Figure 1. Clock distribution.
Bar = 100 um.
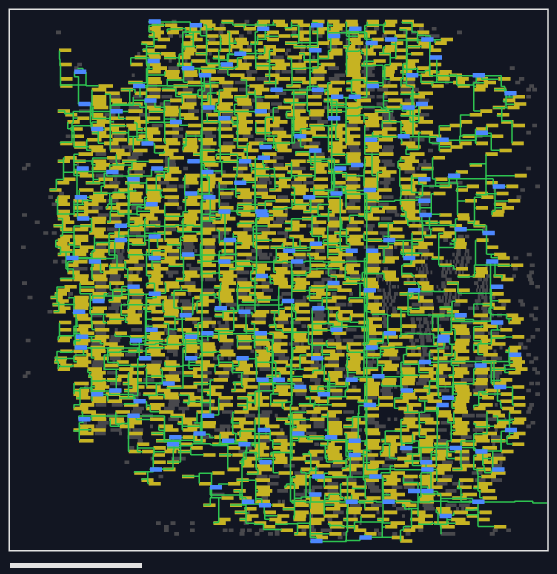
Figure 2. Gate families picked out.
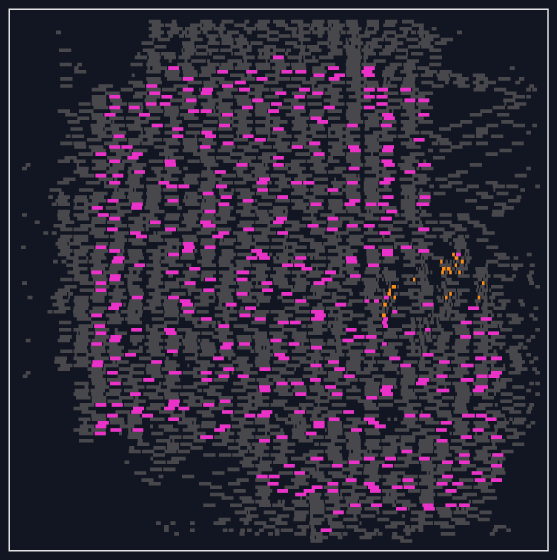
Figure 3. Port wiring.
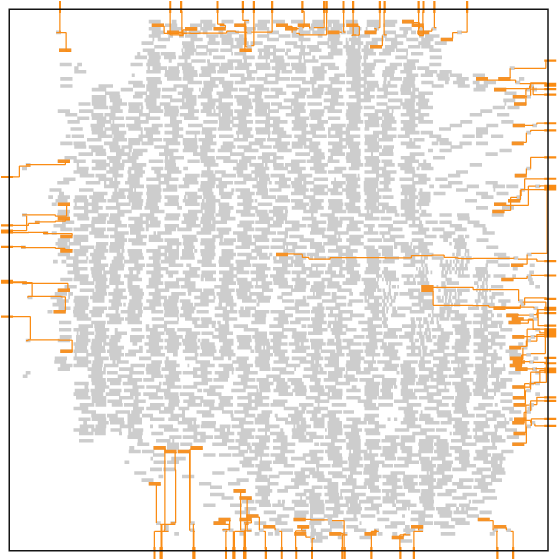
Figure 4. Metal layers overlaid.
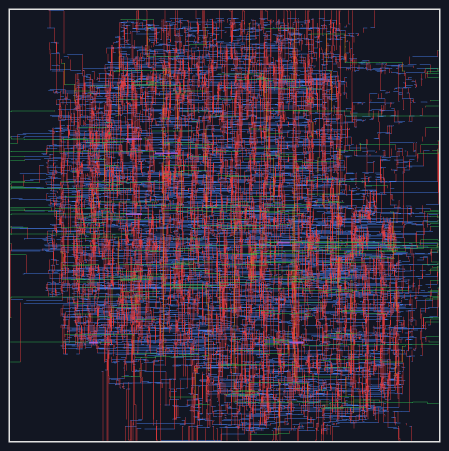
Figure 5. Clock wiring as the flow saved it.
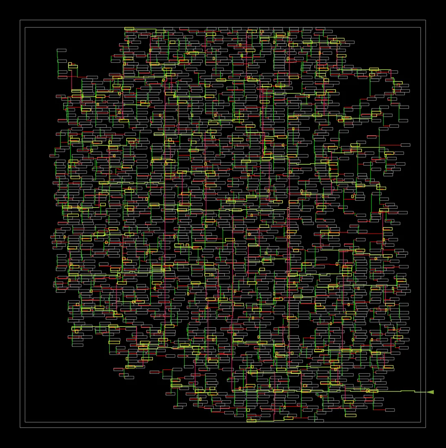
Design sys_array_feeder, sky130hd; sources not shown.
==> flow_results.org <==
#+TITLE: Synthesis and PnR summary

** Layout
- Area-dominant class :: registers
- After the last flow step, the layout net total stands at 2,897.
- Post-route cell area :: 0.0721 mm2
- Per the layout area report, the combinational gate area comes to 0.0107 mm2.
- The layout has 202 buffers outside the clock class.
- The register with the most flip-flops in the layout has 1,280 of them.
- After filler insertion, the fill cell instance count of the layout stands at 14,000.
- Ratio of cells with drive above 1 in the final layout :: 24.0%
- Logic inverters :: 16
- Combined flip-flop and latch cell area :: 0.0508 mm2
- Measured on the final layout, the clock distribution area share stands at 8.12%.
- Number of inserted diodes :: 7
- Area Growth Syn to Fin :: 14.9%
- 626 cells are multi-input combinational gates.
- Sequential cell area share :: 70.4%
- Non-clock buffering takes up 2.84% of total cell area after layout.
- The final report gives the core utilization as 45.6%.

** Worst hold path
- The number of cells on the worst hold path is listed as 0.
- The most critical min-delay path falls under reg -> reg.

** Worst setup path
- The most numerous cell type found on the critical path is buf_4.
- The worst setup path is launched from a flop.
- Kind of cell adding the most delay to the critical path :: buffers and inverters
- The timing report shows that the slowest cell on the worst path is dfrtp_4.
- Ordered cell list for the critical path :: buf_12 > buf_4 > buf_4 > buf_4 > mux4_1 > mux4_2 > and2_1
- Number of cells traversed by the worst register-to-register path :: 7
- The critical path is of the reg -> reg type.
- Buffering stage count on the worst path with inverters included :: 4
- Along the worst path, the maximum fanout reaches 101.
- Delay of the slowest cell on the worst path :: 980 ps
- Critical Path Sink Type :: flop
- Critical path data required time :: 18,930 ps
- According to the timing report, the arrival time at the worst endpoint equals 6110 ps.
- Number of logic stages on the critical path including buffering :: 7

** Clock network
- Setup bufs post-CTS :: 0
- In the CTS report, the clock slew at the register clock pins of the worst setup and hold paths is listed as 60 ps.
- As reported, the later end of the worst-skew pair has a clock insertion delay of 800 ps.
- Resize count post-CTS :: 0
- Root buffer selected by CTS :: clkbuf_16
- Count of hold buffers inserted by post-cts repair :: 0
- Number of clock buffers inserted by TritonCTS :: 177
- CTS sink count :: 1,769
- The H-tree was split into 4 levels.
- CTS tree :: done

** Timing
- Pins over their slew limit in the final report were tallied at 0.
- Final critical-path share of the clock period :: 29.7%
- Hold-check failures listed in the final report amount to 0.
- Hold is met by 334 ps.
- Per the slew report, the remaining headroom to the max-slew limit stands at 30.3%.
- The worst path in the final design needs a cycle of 5420 ps, including I/O delays and setup.
- The pin closest to its max-slew limit shows a slew of 1050 ps.

** Flow run
- Number of max-capacitance violations reported :: 0

** Logic synthesis
- Per the synthesis report, the adder-cell share of the synthesized area is 0.443%.
- Post-synth mux share :: 14.6%
- Post-synth tally of flip-flops with integrated enable :: 1,296
- Ys cells :: 2,587
- The synthesized netlist devotes 0.265% of its cell area to XOR and XNOR gates.
- Yosys chip area :: 0.0628 mm2
- Per the synth log, the flip-flop and latch total comes to 1,769.
- By area the synthesized netlist is led by edfxtp_1, dfrtp_1, mux4_2.
- Dominant non-sequential cell family after synthesis :: multiplexers
- Combined area of all synthesized cells :: 0.0628 mm2
- Counting every instance in the synthesized netlist gives 2,587.
- Sequential share of the synthesized area :: 80.9%
- The area fraction of the largest cell type after synthesis is 62.0%.
- Main synth FF type :: edfxtp_1
- Count of distinct cell types in the synthesized netlist :: 44
- For this run, asynchronously set or reset flops after synthesis account for 26.7%.
- Most frequent cells after synthesis :: edfxtp_1, dfrtp_1, mux4_2
- Per the synthesis report, the simple-gate share of the synthesized area is 1.44%.
- Per the post-synthesis report, the nets total 2,692.
- The cell type that accounts for the most area after synthesis is edfxtp_1.
- Mean post-synth cell area :: 24.3 um2
- Most used standard cell by instance count after synthesis :: edfxtp_1
- For this run, the number of Yosys warnings is 0.

** Die
- # rows :: 146
- Measured along the y axis, the die boundary spans 410 um.
- Die width :: 408 um
- Well-tap cell count :: 2,072
- Before placement the cells fill 39.7% of the core.
- The core region is 0.158 mm2.

** Place
- Global placer's final weighted congestion :: 0.751
- The post-placement cell area is 0.0662 mm2.
- Post-detailed-placement half-perimeter wirelength :: 71,100 um

** Pwr
- Switching power share of the total :: 26.6%
- The script extracted a net switching power of 2.99 mW.
- Share of total power in combinational logic :: 21.7%
- In this run the power density over the cells is 156 mW/mm2.
- Cell-internal power :: 8.24 mW
- The worst VDD IR drop from the latest analysis is 122 uV.
- Fraction of power consumed by sequential logic :: 46.1%

** Global route
- The initial antenna violation count is 23.
- The total overflow left after global routing is 0.
- The number of global-route vias before repair came to 29,200.
- Global-route wire length before repair :: 202,000 um

** Run status
- The run finished with clean final reports.

** Drt
- The violation tally recorded at the end of detailed-routing iteration 0 is 2,506.
- Per the post-route antenna check, the number of violating nets is 0.
- The routed design shows a via density per instance of 5.24.
- The pre-antenna-repair detailed-routing pass consisted of 5 iterations.
## Picture notes: Figure 1
Blue stands for clock-net drivers, count 177. Yellow stands for flip-flops, count 1,769. Green stands for clock wires, length 20.2 mm.
There are 178 routed clock nets.
power share of the clock group: 32.2%
Clock Skews: 39.3 ps
power consumed by the clock network: 3.61 mW

## Picture notes: Figure 2
Orange stands for aoi and oai cells, cells 21, where middle right. Magenta stands for mux cells, cells 410, where all over the die.
leading cell type in the layout, fill and taps excluded: edfxtp_1
fraction of area in multi-input gates: 14.9%
Final Instance Count excl. Fillers: 5,022

## Picture notes: Figure 3
Orange stands for out_data, direction output, end cells 80, buffers 80, wire 3,260 um.
number of top-level design ports: 168
port buffer count: 167

## Picture notes: Figure 4
Orange stands for M4, wire length 2,240 um. Red stands for M2, wire length 65.6 mm. Blue stands for M1, wire length 58.0 mm. Green stands for M3, wire length 8,340 um. Purple stands for M5, wire length 77.3 um.
Total GRT Usage: 16.3%
count of vias placed by the detailed router: 26,300
average wire length per cell after detail routing: 26.7 um
wire length reported by the detailed router: 134,000 um

## Picture notes: Figure 5
sequential cell count of the final layout: 1,769
tally of clock buffers in the finished layout: 248

placed cells by master (no fill, tap or decap), types with 3 or more instances in the layout:
cell type,netlist,routed
edfxtp_1,1296,1296
dfrtp_1,472,468
mux4_2,383,383
clkbuf_16,0,184
clkdlybuf4s50_1,0,167
and2_1,93,81
clkbuf_1,39,47
clkinv_2,0,29
clkinv_1,0,21
buf_4,74,21
ha_1,19,19
mux4_1,17,17
clkbuf_8,0,17
inv_1,16,15
bufinv_16,0,13
nand2_1,12,12
and2_4,0,12
xnor2_1,11,11
clkinvlp_4,0,11
nand3_1,10,10
a21oi_1,10,10
nor2_1,10,9
mux2i_1,9,9
buf_6,29,9
xor2_1,8,8
diode_2,0,7
nor2b_1,5,5
nand3b_1,4,4
nor3_1,4,4
and3_4,0,4
inv_16,0,4
dfrtp_4,0,4
a22oi_1,3,3
o21ai_0,3,3
buf_12,2,3
per-stage QoR:
step / setup slack [ps] / power, mW / cells
floorplan: 2320 / 7.01 / 2587
global placement: 12160 / 7.67 / 4683
detailed placement: 12010 / 7.75 / 4684
CTS: 12000 / 11.4 / 5014
global route: 12280 / 11.7 / 5015
finish: 12830 / 11.2 / 5022
power by group through the flow:
stage | Clock [mW] | Combinational [mW] | Sequential [mW]
global placement | 0 | 2.43 | 5.24
floorplan | 0 | 1.90 | 5.11
detailed placement | 0 | 2.48 | 5.27
finish | 3.61 | 2.43 | 5.18
CTS | 3.72 | 2.48 | 5.20
global route | 3.91 | 2.60 | 5.23
per-layer routing:
metal	GRT usage (%)	part of all wire, %
met1	22.8	43
met2	26.1	49
met3	3.84	6.2
met4	3.83	1.7
met5	0	0.057
Power and IR drop assume default switching activity.
